`config.mk`:
```
export PLATFORM = sky130hd
export DESIGN_NAME = stack_engine
export DESIGN_NICKNAME = d
export VERILOG_FILES = /design/src/rtl/stack_pkg.sv /design/src/rtl/stack_overlap.sv /design/src/rtl/stack_engine.sv
export SDC_FILE = /design/constraint.sdc
export NUM_CORES = 1
export LEC_CHECK = 0
export ABC_CLOCK_PERIOD_IN_PS = 4900
export CAP_MARGIN = 20
export CORE_MARGIN = 2
export CORE_UTILIZATION = 42
export CTS_CLUSTER_DIAMETER = 60
export DETAILED_ROUTE_END_ITERATION = 8
export GPL_TIMING_DRIVEN = 0
export PLACE_DENSITY = 0.69
export SYNTH_ARGS = -nofsm -noshare
export SYNTH_HDL_FRONTEND = slang
export SYNTH_SLANG_ARGS = --single-unit
```
`constraint.sdc`:
```
create_clock -name clk_i -period 4.9 [get_ports clk_i]
set_clock_uncertainty 0.1 [all_clocks]
set_input_delay 0.98 -clock clk_i [delete_from_list [all_inputs] [get_ports clk_i]]
set_output_delay 0.98 -clock clk_i [all_outputs]
set_load 0.01 [all_outputs]
```
`src/rtl/stack_pkg.sv`:
```
// Shared types and default geometry for the Sky Stacker game-play core.
// Contents:
//   state_e      - game FSM state (move, resolve drop, game over)
//   Def*         - default geometry used as parameter defaults by stack_engine
package stack_pkg;

  typedef enum logic [1:0] {
    StMove    = 2'd0,
    StResolve = 2'd1,
    StOver    = 2'd2
  } state_e;

  localparam int unsigned DefXW        = 10;
  localparam int unsigned DefScreenW   = 640;
  localparam int unsigned DefBlockW0   = 80;
  localparam int unsigned DefBlockH    = 20;
  localparam int unsigned DefBaseY     = 360;
  localparam int unsigned DefStartX    = 280;
  localparam int unsigned DefStep      = 4;
  localparam int unsigned DefMaxLevels = 16;

endpackage

```
`src/rtl/stack_overlap.sv`:
```
// Combinational overlap of the moving block against the top of the tower.
// Ports:
//   a_x_i, a_w_i - left edge and width of the moving block
//   b_x_i, b_w_i - left edge and width of the topmost placed block
//   lo_o, hi_o   - overlap interval [lo, hi), one bit wider than the inputs
//   miss_o       - high when the interval is empty (hi <= lo)
module stack_overlap #(
  parameter int unsigned X_W = 10
) (
  input  logic [X_W-1:0] a_x_i,
  input  logic [X_W-1:0] a_w_i,
  input  logic [X_W-1:0] b_x_i,
  input  logic [X_W-1:0] b_w_i,
  output logic [X_W:0]   lo_o,
  output logic [X_W:0]   hi_o,
  output logic           miss_o
);

  logic [X_W:0] a_lo, a_hi, b_lo, b_hi;

  always_comb begin
    // Extended by one bit so right edges near the screen limit cannot wrap.
    a_lo   = {1'b0, a_x_i};
    b_lo   = {1'b0, b_x_i};
    a_hi   = {1'b0, a_x_i} + {1'b0, a_w_i};
    b_hi   = {1'b0, b_x_i} + {1'b0, b_w_i};
    lo_o   = (a_lo > b_lo) ? a_lo : b_lo;
    hi_o   = (a_hi < b_hi) ? a_hi : b_hi;
    miss_o = (hi_o <= lo_o);
  end

endmodule

```
`src/rtl/stack_engine.sv`:
```
// Sky Stacker game-play core: moves the active block, resolves drops against
// the top of the tower by trimming to the overlap, and tracks height/win/loss.
// Optional feature macro: STACK_AUTO_SWING_EN (block swings on its own, ignoring
// left/right; direction resets to right on reset, start and each placement).
// Ports:
//   clk_i, rst_ni          - clock, asynchronous active-low reset
//   tick_i                 - one-cycle frame strobe
//   left_i, right_i        - level move requests
//   drop_i                 - one-cycle place pulse
//   start_i                - one-cycle restart pulse (only honoured in game over)
//   pos_x_o, pos_y_o       - top-left of the moving block
//   width_o                - moving block width
//   top_x_o, top_w_o       - left edge and width of the topmost placed block
//   height_o               - placed levels, including the base
//   placed_o               - one-cycle pulse on a successful placement
//   game_over_o, win_o     - end flags
module stack_engine
  import stack_pkg::*;
#(
  parameter int unsigned X_W        = DefXW,
  parameter int unsigned SCREEN_W   = DefScreenW,
  parameter int unsigned BLOCK_W0   = DefBlockW0,
  parameter int unsigned BLOCK_H    = DefBlockH,
  parameter int unsigned BASE_Y     = DefBaseY,
  parameter int unsigned START_X    = DefStartX,
  parameter int unsigned STEP       = DefStep,
  parameter int unsigned MAX_LEVELS = DefMaxLevels
) (
  input  logic           clk_i,
  input  logic           rst_ni,
  input  logic           tick_i,
  input  logic           left_i,
  input  logic           right_i,
  input  logic           drop_i,
  input  logic           start_i,
  output logic [X_W-1:0] pos_x_o,
  output logic [X_W-1:0] pos_y_o,
  output logic [X_W-1:0] width_o,
  output logic [X_W-1:0] top_x_o,
  output logic [X_W-1:0] top_w_o,
  output logic [X_W-1:0] height_o,
  output logic           placed_o,
  output logic           game_over_o,
  output logic           win_o
);

  localparam logic [X_W-1:0] StartX    = X_W'(START_X);
  localparam logic [X_W-1:0] BaseY     = X_W'(BASE_Y);
  localparam logic [X_W-1:0] BlockW0   = X_W'(BLOCK_W0);
  localparam logic [X_W-1:0] BlockH    = X_W'(BLOCK_H);
  localparam logic [X_W-1:0] StepX     = X_W'(STEP);
  localparam logic [X_W-1:0] MaxLevels = X_W'(MAX_LEVELS);
  localparam logic [X_W:0]   ScreenW   = (X_W+1)'(SCREEN_W);

  state_e         state_q, state_d;
  logic [X_W-1:0] pos_x_q, pos_x_d;
  logic [X_W-1:0] pos_y_q, pos_y_d;
  logic [X_W-1:0] width_q, width_d;
  logic [X_W-1:0] top_x_q, top_x_d;
  logic [X_W-1:0] top_w_q, top_w_d;
  logic [X_W-1:0] height_q, height_d;
  logic           placed_q, placed_d;
  logic           game_over_q, game_over_d;
  logic           win_q, win_d;

`ifdef STACK_AUTO_SWING_EN
  // 1 = travelling left, 0 = travelling right.
  logic dir_left_q, dir_left_d;
`endif

  logic [X_W:0]   ov_lo, ov_hi;
  logic           ov_miss;
  logic [X_W:0]   right_sum, right_lim;
  logic [X_W-1:0] pos_right, pos_left;
  logic [X_W-1:0] height_inc;

  stack_overlap #(
    .X_W(X_W)
  ) u_overlap (
    .a_x_i  (pos_x_q),
    .a_w_i  (width_q),
    .b_x_i  (top_x_q),
    .b_w_i  (top_w_q),
    .lo_o   (ov_lo),
    .hi_o   (ov_hi),
    .miss_o (ov_miss)
  );

  // Clamped candidate positions for one step in either direction.
  always_comb begin
    right_sum  = {1'b0, pos_x_q} + {1'b0, StepX};
    right_lim  = ScreenW - {1'b0, width_q};
    pos_right  = (right_sum > right_lim) ? right_lim[X_W-1:0] : right_sum[X_W-1:0];
    pos_left   = (pos_x_q < StepX) ? '0 : pos_x_q - StepX;
    height_inc = height_q + X_W'(1);
  end

  always_comb begin
    state_d     = state_q;
    pos_x_d     = pos_x_q;
    pos_y_d     = pos_y_q;
    width_d     = width_q;
    top_x_d     = top_x_q;
    top_w_d     = top_w_q;
    height_d    = height_q;
    placed_d    = 1'b0;
    game_over_d = game_over_q;
    win_d       = win_q;
`ifdef STACK_AUTO_SWING_EN
    dir_left_d  = dir_left_q;
`endif

    unique case (state_q)
      StMove: begin
        // Drop takes priority over a coincident tick: no move this cycle.
        if (drop_i) begin
          state_d = StResolve;
        end else if (tick_i) begin
`ifdef STACK_AUTO_SWING_EN
          if (!dir_left_q) begin
            pos_x_d = pos_right;
            if (pos_right == right_lim[X_W-1:0]) dir_left_d = 1'b1;
          end else begin
            pos_x_d = pos_left;
            if (pos_left == '0) dir_left_d = 1'b0;
          end
`else
          if (right_i && !left_i) begin
            pos_x_d = pos_right;
          end else if (left_i && !right_i) begin
            pos_x_d = pos_left;
          end
`endif
        end
      end

      StResolve: begin
        if (ov_miss) begin
          state_d     = StOver;
          game_over_d = 1'b1;
          win_d       = 1'b0;
        end else begin
          top_x_d  = ov_lo[X_W-1:0];
          top_w_d  = ov_hi[X_W-1:0] - ov_lo[X_W-1:0];
          width_d  = ov_hi[X_W-1:0] - ov_lo[X_W-1:0];
          height_d = height_inc;
          pos_y_d  = pos_y_q - BlockH;
          pos_x_d  = '0;
          placed_d = 1'b1;
`ifdef STACK_AUTO_SWING_EN
          dir_left_d = 1'b0;
`endif
          if (height_inc == MaxLevels) begin
            state_d     = StOver;
            game_over_d = 1'b1;
            win_d       = 1'b1;
          end else begin
            state_d = StMove;
          end
        end
      end

      StOver: begin
        if (start_i) begin
          state_d     = StMove;
          pos_x_d     = StartX;
          pos_y_d     = BaseY;
          width_d     = BlockW0;
          top_x_d     = StartX;
          top_w_d     = BlockW0;
          height_d    = X_W'(1);
          game_over_d = 1'b0;
          win_d       = 1'b0;
`ifdef STACK_AUTO_SWING_EN
          dir_left_d  = 1'b0;
`endif
        end
      end

      default: state_d = StMove;
    endcase
  end

  always_ff @(posedge clk_i or negedge rst_ni) begin
    if (!rst_ni) begin
      state_q     <= StMove;
      pos_x_q     <= StartX;
      pos_y_q     <= BaseY;
      width_q     <= BlockW0;
      top_x_q     <= StartX;
      top_w_q     <= BlockW0;
      height_q    <= X_W'(1);
      placed_q    <= 1'b0;
      game_over_q <= 1'b0;
      win_q       <= 1'b0;
    end else begin
      state_q     <= state_d;
      pos_x_q     <= pos_x_d;
      pos_y_q     <= pos_y_d;
      width_q     <= width_d;
      top_x_q     <= top_x_d;
      top_w_q     <= top_w_d;
      height_q    <= height_d;
      placed_q    <= placed_d;
      game_over_q <= game_over_d;
      win_q       <= win_d;
    end
  end

`ifdef STACK_AUTO_SWING_EN
  always_ff @(posedge clk_i or negedge rst_ni) begin
    if (!rst_ni) begin
      dir_left_q <= 1'b0;
    end else begin
      dir_left_q <= dir_left_d;
    end
  end
`endif

  assign pos_x_o     = pos_x_q;
  assign pos_y_o     = pos_y_q;
  assign width_o     = width_q;
  assign top_x_o     = top_x_q;
  assign top_w_o     = top_w_q;
  assign height_o    = height_q;
  assign placed_o    = placed_q;
  assign game_over_o = game_over_q;
  assign win_o       = win_q;

endmodule

```
==> images/ff_map.png <==
Other sequential cells in the stronger gray, the rest of the logic in the fainter gray.
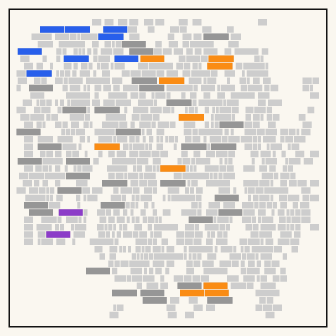
| color | signal | flops |
|---|---|---|
| orange | top_w_o | 10 |
| purple | state_q | 2 |
| blue | pos_y_o | 8 |
not colored: 33
sequential cell area: 1350 sq um
Finished Core Util: 60.8%
flop share of the area: 17.7%

==> impl_metrics.json <==
{
  "met2_length_mm": 8.90,
  "synthMostInstantiatedCell": "ha_1",
  "cts_resized": 54,
  "inv_count": 46,
  "ios": 70,
  "synth_cell_type_count": 70,
  "setup_ws_ns": -0.425,
  "max_stage_delay_ns": 0.43,
  "ys_sh_xor_pct": 6.00,
  "wl_met3_um": 908,
  "wl_met1_mm": 7.27,
  "critPathCapture": "height_o[1]",
  "largest_class": "combinational gates",
  "start_kind": "register",
  "dp.cells": 877,
  "cts.repair_timing.setup_buffer_count": 25,
  "drt_iter0_markers": 433,
  "ys_cells": 636,
  "topCellsByArea": "dfrtp_1, ha_1, dfstp_2, a21oi_1, nor2_1",
  "ff_type": "dfrtp_1",
  "finalSetupViolCount": 52,
  "status": "finished, violations left",
  "fmax_ghz": 0.188,
  "n_antenna_cell": 0,
  "holdPathStages": 2,
  "r2r_setup_slack_ns": -0.43,
  "combGateArea_sq_um": 4340,
  "violations": "setup timing",
  "tool_warnings": 33,
  "hold_buffers": 0,
  "min-delay-start": "pos_y_o[5]",
  "cts.path.max_buffers": 2,
  "holdPathEnd": "pos_y_o[5]",
  "reg2reg_to": "height_o[1]"
}
==> images/m3.png <==
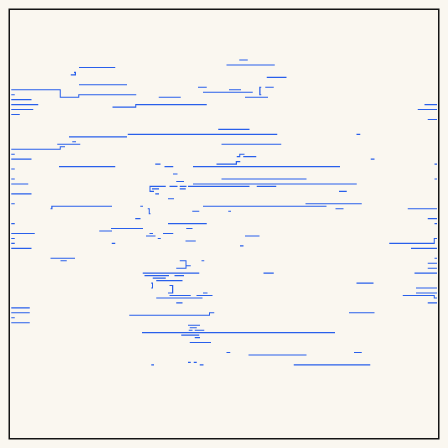
wire length on this layer: 908 um
share of all routed wire: 5.1%
longest straight run: 52.7 um
nets with wire on the layer: 110
routed vias: 5522
met3 usage: 2.92%
Routed WL: 17.7 mm

## placed cells by master, fill, tap and decap left out, types with 15 or more instances in the layout
cell type and n:
dfrtp_1 31, nand2_1 28, clkdlybuf4s50_1 66, buf_4 46, a21o_1 15, a21oi_1 39, o21ai_0 22, nor2_1 44
xor2_1 17, inv_1 44, ha_1 56, nand2b_1 15, xnor2_1 17, nor3_1 17
